==> config.mk <==
export PLATFORM = sky130hd
export DESIGN_NAME = score_keeper
export DESIGN_NICKNAME = d
export VERILOG_FILES = /design/src/rtl/score_keeper.sv
export SDC_FILE = /design/constraint.sdc
export NUM_CORES = 1
export LEC_CHECK = 0
export ABC_CLOCK_PERIOD_IN_PS = 44500
export CAP_MARGIN = 20
export CORE_ASPECT_RATIO = 0.75
export CORE_UTILIZATION = 55
export DETAILED_ROUTE_END_ITERATION = 12
export GPL_ROUTABILITY_DRIVEN = 0
export PLACE_DENSITY = 0.82
export SKIP_CTS_REPAIR_TIMING = 1
export SLEW_MARGIN = 30
export SYNTH_ARGS = -nofsm -noshare
export SYNTH_HDL_FRONTEND = slang
export SYNTH_SLANG_ARGS = --single-unit
==> constraint.sdc <==
create_clock -name clk -period 44.5 [get_ports clk]
set_clock_uncertainty 0.2 [all_clocks]
set_input_delay 11.125 -clock clk [delete_from_list [all_inputs] [get_ports clk]]
set_output_delay 11.125 -clock clk [all_outputs]
set_load 0.03 [all_outputs]
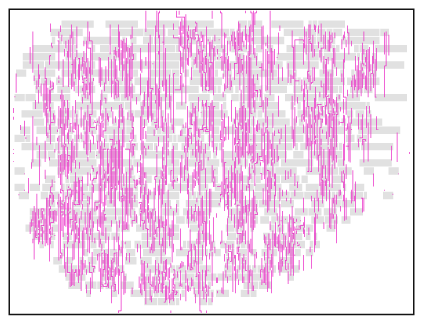
Run 1: metal 2
Scale: 3 px per µm.
nets with wire on the layer	803
main direction	vertical
wire length on this layer	7580 µm
share of all routed wire	45%
longest straight run	29.6 µm
WL final: 16800 µm
Vias: 6134
routing usage on met2: 0.411

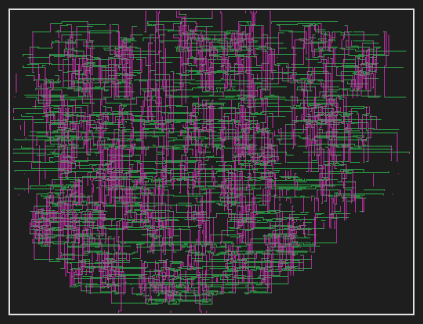
Run 1: wiring by layer
Scale: 3 px per µm. Two of the layers only.
colour	layer	wire length
green	met1	7890 µm
magenta	met2	7580 µm
average wire per cell in the routed design: 16.9 µm
global routing usage summed across all routing layers: 0.255

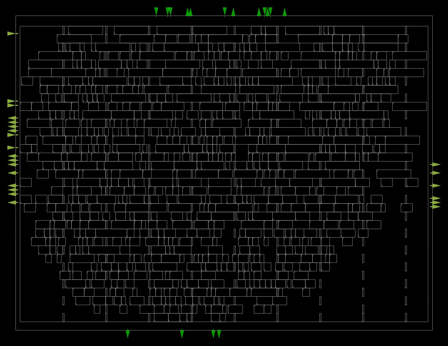
Run 1: placement view
sequential cell count: 85
placeable core region: 12500 µm²

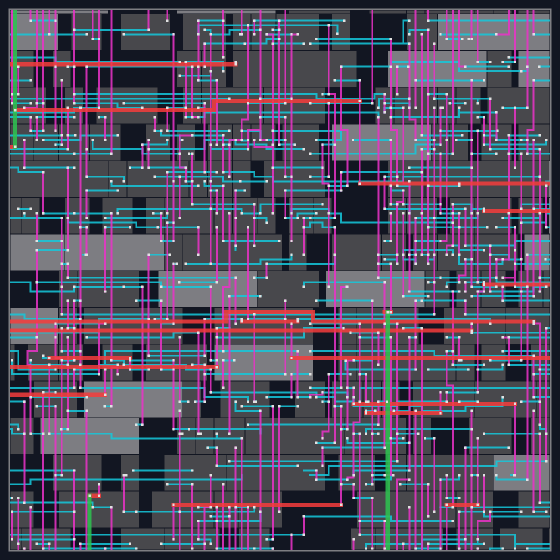
Run 1: layout detail
Window x 47 to 87, y 31 to 71 µm. Cells in grey, sequential cells in the stronger grey; small squares are vias.
colour	layer
magenta	met2
red	met3
green	met4
cyan	met1
most frequent	inv_1 (19), ha_1 (16), o21ai_0 (13)
cells with their middle in the window	141
sequential cells in the window	11

==> run summary, run 1 <==
flow finished, numbers: most used flip-flop cell after synthesis edfxtp_1, number of clock sinks 85, worst hold slack 0.306 ns, and+or+nand+nor area frac 0.199, Pins Over Slew Limit 0, Max rail drop VDD 0.0282 mV, total grt overflow 0, post-synthesis cell area around 7200 µm², transition time of the tightest slew-check pin 0.831 ns, required time of the worst setup path 44.50 ns, final antenna-violating net count 0, largest net degree at the start of global routing 32, Worst R2R Path Depth around 53, share of final-layout standard cells stronger than drive strength 1 0.103, number of stages on the worst hold path 2, Chip Area 13600 µm², CTS tree done, placed wire-length estimate 12800 µm, fa+ha+maj area frac 0.148, main kind of combinational logic by area AND-OR/OR-AND gates, Mean Syn Cell Area approximately 9 µm², maximum level of the CTS H-tree 3, unrepaired setup endpoints after global routing no, remaining design rule violation count 0, end-of-flow core utilization 0.641, cell with the biggest individual delay on the critical path fa_1, router iterations before antenna repair 5, Hold Path Class reg -> reg, number of maximum-capacitance violations 0, Slowest Stage Delay on Critical Path roughly 0.5 ns, Core Util at FP 0.577, fin crit period 23.29 ns, worst slew margin relative to its limit 0.440, sequential share of the synthesized area 0.302, clock transition time at the flip-flop clock pins of the worst setup and hold paths roughly 0.060 ns, vias per inst between 6 and 7, I/O pins 39, fraction of synthesized area in multiplexers 0.0185, count of yosys warnings during synthesis 0, post-synthesis chip area from yosys 7230 µm², CTS Buf Count 9, Async S/R FF share, synth 0, synthesized instance count 787, dominant cell type by count on the critical path ha_1, Final Total Pwr between 300 and 400 µW, number of buffers inserted by port buffering 38, flip-flops with a built-in enable roughly 48, power density normalized to cell area just under 40 nW/µm², Max clock buf depth 2, final hold vios 0, endpoint class of the critical path flop, initial antenna violation count 0, Net Count, Synth 877, worst-skew pair later-pin latency 0.34 ns, Leakage 0.00349 µW, aggregate negative setup slack 0 ns, flip-flop count of the largest register, all copies and words added around 48, complex-gate fraction of the synthesized area 0.215, cell chosen for the clock root clkbuf_16, number of endpoints failing setup at the final stage 0, number of design-rule violations left by the first detailed-router iteration ~460, final-stage net count 909, register-to-register setup slack 30.89 ns, result of the run finished clean, Die Y-Extent about 100 µm, cell count listed in synth_stat.txt 787, die width 134 µm, via count of the first global-routing pass 5898, start-to-end type of the worst setup path in -> reg, Synth Area in XOR/XNOR 0.0729, timing-limited maximum frequency between 0.04 and 0.05 GHz, register bit count reported by yosys 85, warning total across the stage logs 37, sort of element at the start of the critical path input pin, Critical Path Fanout Max 12, ratio of final minimum period to clock period 0.523, wire length of the first global-routing pass 28000 µm, data arrival time of the critical path 23.29 ns, final antenna diode count 0, post-synth cell types approximately 100, number of rows in the core area 35, signed area change from the synthesized netlist to the final layout 11.0%
run 1: power breakdown:
part / total [µW] / switching (µW) / internal (µW)
Sequential: 126 / 15.8 / 110
Clock: 76.5 / 31.3 / 45.2
Combinational: 107 / 62.4 / 44.2
run 1: per-layer routing:
layer | global-route usage | up-vias | routed length (µm)
li1 | - | 2965 | -
met1 | 0.346 | 2952 | 7890
met2 | 0.411 | 196 | 7580
met3 | 0.0601 | 21 | 1060
met4 | 0.0691 | 0 | 230
met5 | 0 | - | 0
run 1: layout make-up:
type | count | area [µm²]
clock buffer | 11 | 243
clock inverter | 5 | 60.1
fill | 1031 | 4500
inverter | 59 | 221
multi-input combinational | 625 | 4730
sequential | 85 | 2180
tap | 166 | 208
timing repair buffer | 39 | 383
run 1: synthesized netlist by cell type (all sizes together), types with 4 or more instances:
cell type | instances | area share
nor2 | 69 | 0.037
ha | 68 | 0.12
o21ai | 63 | 0.045
inv | 59 | 0.031
nand2 | 54 | 0.028
edfxtp | 48 | 0.20
dfxtp | 37 | 0.10
a21oi | 34 | 0.026
xnor2 | 34 | 0.043
nor3 | 24 | 0.017
xor2 | 21 | 0.026
nand3 | 20 | 0.014
and2 | 15 | 0.013
nor4 | 15 | 0.015
o31ai | 12 | 0.014
fa | 11 | 0.030
or2 | 11 | 0.0099
clkbuf | 10 | 0.0052
o211ai | 10 | 0.012
nor2b | 9 | 0.0088
o22ai | 9 | 0.0087
or3 | 9 | 0.0099
a21o | 8 | 0.0088
a31oi | 8 | 0.011
buf | 8 | 0.0083
o21a | 8 | 0.0083
and3 | 7 | 0.0062
mux2i | 7 | 0.010
nand2b | 7 | 0.0064
nand3b | 6 | 0.0062
nor3b | 6 | 0.0062
or4 | 6 | 0.0068
mux2 | 5 | 0.0083
a211oi | 4 | 0.0066
a22o | 4 | 0.0048
nand4b | 4 | 0.0048
run 1: through the flow:
stage	cells	setup slack [ns]	cell area, µm²
2_1_floorplan	787	22.71	7230
3_3_place_gp	974	21.69	7730
3_5_place_dp	974	21.05	7730
4_1_cts	990	21.41	8030
5_1_grt	990	20.35	8020
6_report	990	21.22	8020
run 1: critical path, delay by kind of cell:
family | cells | cell delay, ns
buffers and inverters | 4 | 0.77
adders and majority gates | 12 | 3.71
AOI/OAI and AO/OA | 19 | 4.82
and+or+nand+nor | 14 | 2.54
muxes | 2 | 0.27
run 1: placed cells by master, fill, tap and decap left out, drive strengths merged, types with 8 or more instances in the layout:
cell / count
clkdlybuf4s50: 37
inv: 60
o211ai: 10
and2: 15
nor3: 24
nand2: 54
ha: 68
or2: 11
nand3: 20
o22ai: 9
or3: 9
o21a: 8
dfxtp: 37
edfxtp: 48
xor2: 21
o21ai: 63
a21oi: 34
nor2b: 9
fa: 11
a31oi: 8
a21o: 8
nor4: 15
xnor2: 34
nor2: 69
clkbuf: 11
o31ai: 12
run 1: cells by family after synthesis:
group	Yosys count
DFF	85
xor gates and xnor gates	56
adders and majority gates	79
AOI/OAI and AO/OA	208
buffers and inverters	77
muxes	12
and+or+nand+nor	270
Run 1, pin map:
Scale: 4 px per µm. Pins as bars across the die edge, other pins in grey.
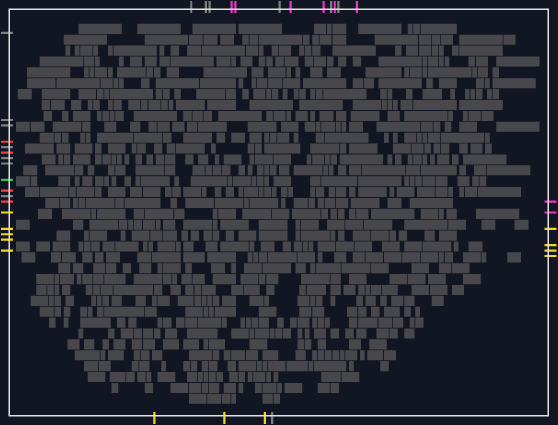

==> inputs of run 2 (changes only) <==
- ABC_CLOCK_PERIOD_IN_PS: 44500 -> 24300
- clock period: 44.5 -> 24.3 ns (I/O delays scaled with it)
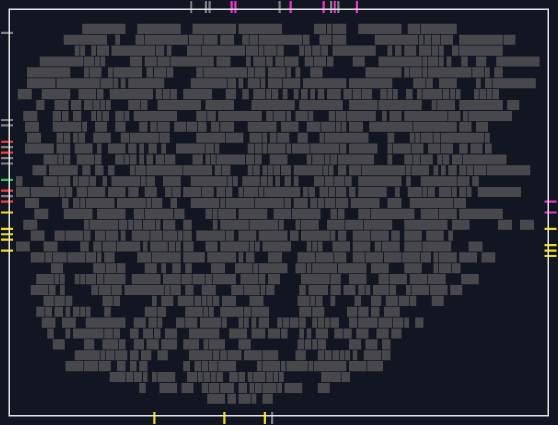
Run 2: pin map
Scale: 4 px per µm. Pins as bars across the die edge, other pins in grey.
colour	port	pins	direction	edge
green	resetn	1	input	left
red	lives	4	output	left
magenta	combo	8	output	6 top, 2 right
yellow	score_bcd	12	output	5 left, 4 right, 3 bottom
all pins by edge	17 left, 12 top, 6 right, 4 bottom
number of buffers inserted by port buffering: 38
die width: 134 µm
Die Y-Extent: 101 µm

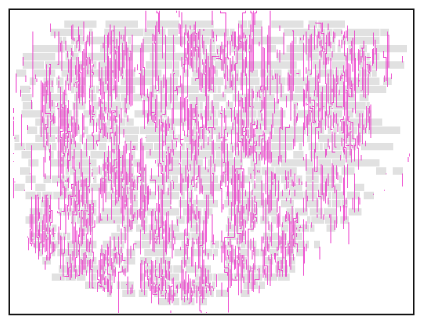
Run 2: metal 2
Scale: 3 px per µm.
WL final: 17000 µm
Vias: 6164
routing usage on met2: 0.424

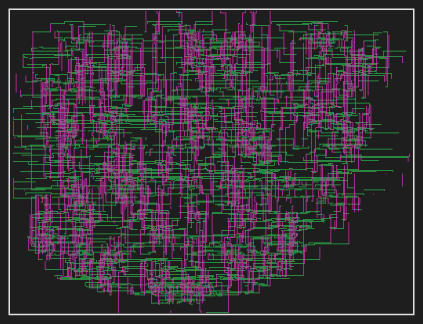
Run 2: wiring by layer
Scale: 3 px per µm. Two of the layers only.
colour	layer	wire length
magenta	met2	7820 µm
green	met1	7960 µm
average wire per cell in the routed design: 17.2 µm
global routing usage summed across all routing layers: 0.260

==> run summary, run 2 <==
flow finished, numbers: number of stages on the worst hold path 2 (unchanged), Leakage 0.00348 µW (-0.32%), most area-hungry cell type in the Yosys netlist edfxtp_1, Max clock buf depth 2 (unchanged), Hold Path Class reg -> reg, worst-skew pair later-pin latency 0.34 ns (about the same), sort of element at the start of the critical path input pin, Pins Over Slew Limit 0 (unchanged), cell with the biggest individual delay on the critical path or4b_4, most common cell in the synthesized netlist ha_1, largest net degree at the start of global routing 32 (unchanged), flip-flops with a built-in enable 48 (unchanged), Slowest Stage Delay on Critical Path 0.55 ns (+0.05 ns), vias per inst 6.23 (+0.49%), maximum level of the CTS H-tree 3 (unchanged), endpoint class of the critical path flop, synthesized instance count 787 (unchanged), clock transition time at the flip-flop clock pins of the worst setup and hold paths 0.06 ns (about the same), data arrival time of the critical path 18.22 ns (-5.07 ns), warning total across the stage logs 37 (unchanged), required time of the worst setup path 24.31 ns (-20.19 ns), register bit count reported by yosys 85 (unchanged), DP Area 7730 µm² (unchanged), filler instances 1026 (-0.48%), remaining design rule violation count 0 (unchanged), most used flip-flop cell after synthesis edfxtp_1, fin crit period 18.21 ns, CTS Buf Count 9 (unchanged), sequential share of the synthesized area 0.302 (unchanged), dominant cell type by count on the critical path ha_1, start-to-end type of the worst setup path in -> reg, placeable core region 12500 µm² (unchanged), share of final-layout standard cells stronger than drive strength 1 0.104 (+0.00121), Main area contributors edfxtp_1 20%, ha_1 12%, dfxtp_1 10%, result of the run finished clean, count of yosys warnings during synthesis 0 (unchanged), via count of the first global-routing pass 5900 (+0.034%), leading cell type in the layout, fill and taps excluded ha_1, Chip Area 13600 µm² (unchanged), I/O pins 39 (unchanged), final antenna-violating net count 0 (unchanged), flip-flop count of the largest register, all copies and words added 48 (unchanged), post-synthesis cell area 7230 µm² (unchanged), Yosys top cell area share 0.199 (unchanged), placed wire-length estimate 12800 µm (+0.15%), number of design-rule violations left by the first detailed-router iteration 479 (+3.9%), final-stage net count 909 (unchanged), register-to-register setup slack 10.72 ns (-20.17 ns), number of endpoints failing setup at the final stage 0 (unchanged), storage element area 2180 µm² (unchanged), total grt overflow 0 (unchanged), Critical Path Fanout Max 12 (unchanged), number of clock sinks 85 (unchanged), Setup WS post-layout 6.09 ns (-15.13 ns), final antenna diode count 0 (unchanged), Design Area, Final 8010 µm² (-0.22%), unrepaired setup endpoints after global routing no, worst slew margin relative to its limit 0.436 (-0.00437), multi-input gate area in the final layout 4730 µm² (unchanged), ratio of final minimum period to clock period 0.750, signed area change from the synthesized netlist to the final layout 10.8%, power density normalized to cell area 69.9 nW/µm² (+82%)
-- run 2: cell types whose count changed in the layout (fill, tap and decap cells not counted), sizes merged --
| cell | delta |
|---|---|
| bufinv | -1 |
| clkbuf | -1 |
| clkinv | +1 |
| clkinvlp | +1 |
-- run 2: critical path: cells and delay by family --
| family | cells | cell delay, ns |
|---|---|---|
| AOI/OAI and AO/OA | 19 | 4.63 |
| adders and majority gates | 12 | 3.67 |
| and+or+nand+nor | 13 | 2.76 |
| buffers and inverters | 4 | 0.77 |
| muxes | 2 | 0.27 |
-- run 2: layout make-up --
type                    instances  share of cell area
clock buffers                  10              0.0298
clock inverters                 6             0.00578
inverters                      59              0.0277
multi-input cells             625               0.590
flip-flops and latches         85               0.273
well taps                     166              0.0259
repair buffers                 39              0.0478
-- run 2: power breakdown --
part	switching (µW)	total, µW	internal, µW
Combinational	117	198	81.0
Sequential	29.4	230	201
Clock	58.3	131	72.6
Total	205	560	355
-- run 2: stage by stage --
stage	hold slack, ns	power [µW]
CTS	0.306	559
global route	0.338	594
floorplan	0.346	377
finish	0.311	560
detailed placement	0.296	423
global placement	0.286	410
-- run 2: layer usage --
| layer | wire length (µm) | up-vias | global-route usage | share of wire |
|---|---|---|---|---|
| li1 | - | 2957 | - | - |
| met1 | 7960 | 2960 | 0.363 | 0.47 |
| met2 | 7820 | 224 | 0.424 | 0.46 |
| met3 | 1050 | 23 | 0.0450 | 0.062 |
| met4 | 208 | 0 | 0.0562 | 0.012 |
| met5 | 0 | - | 0 | 0 |
-- run 2: logic make-up (layout without fill, tap and decap cells) --
logic type      count (synthesis)  in the layout  synth area share
compound gates                208            208             0.215
xor+xnor                       56             56            0.0729
fa+ha+maj                      79             79             0.148
buf+inv                        77            114            0.0441
flops                          85             85             0.302
mux                            12             12            0.0185
simple gates                  270            270             0.199
Power figures rest on the tool's default switching activity, not on a simulated workload.
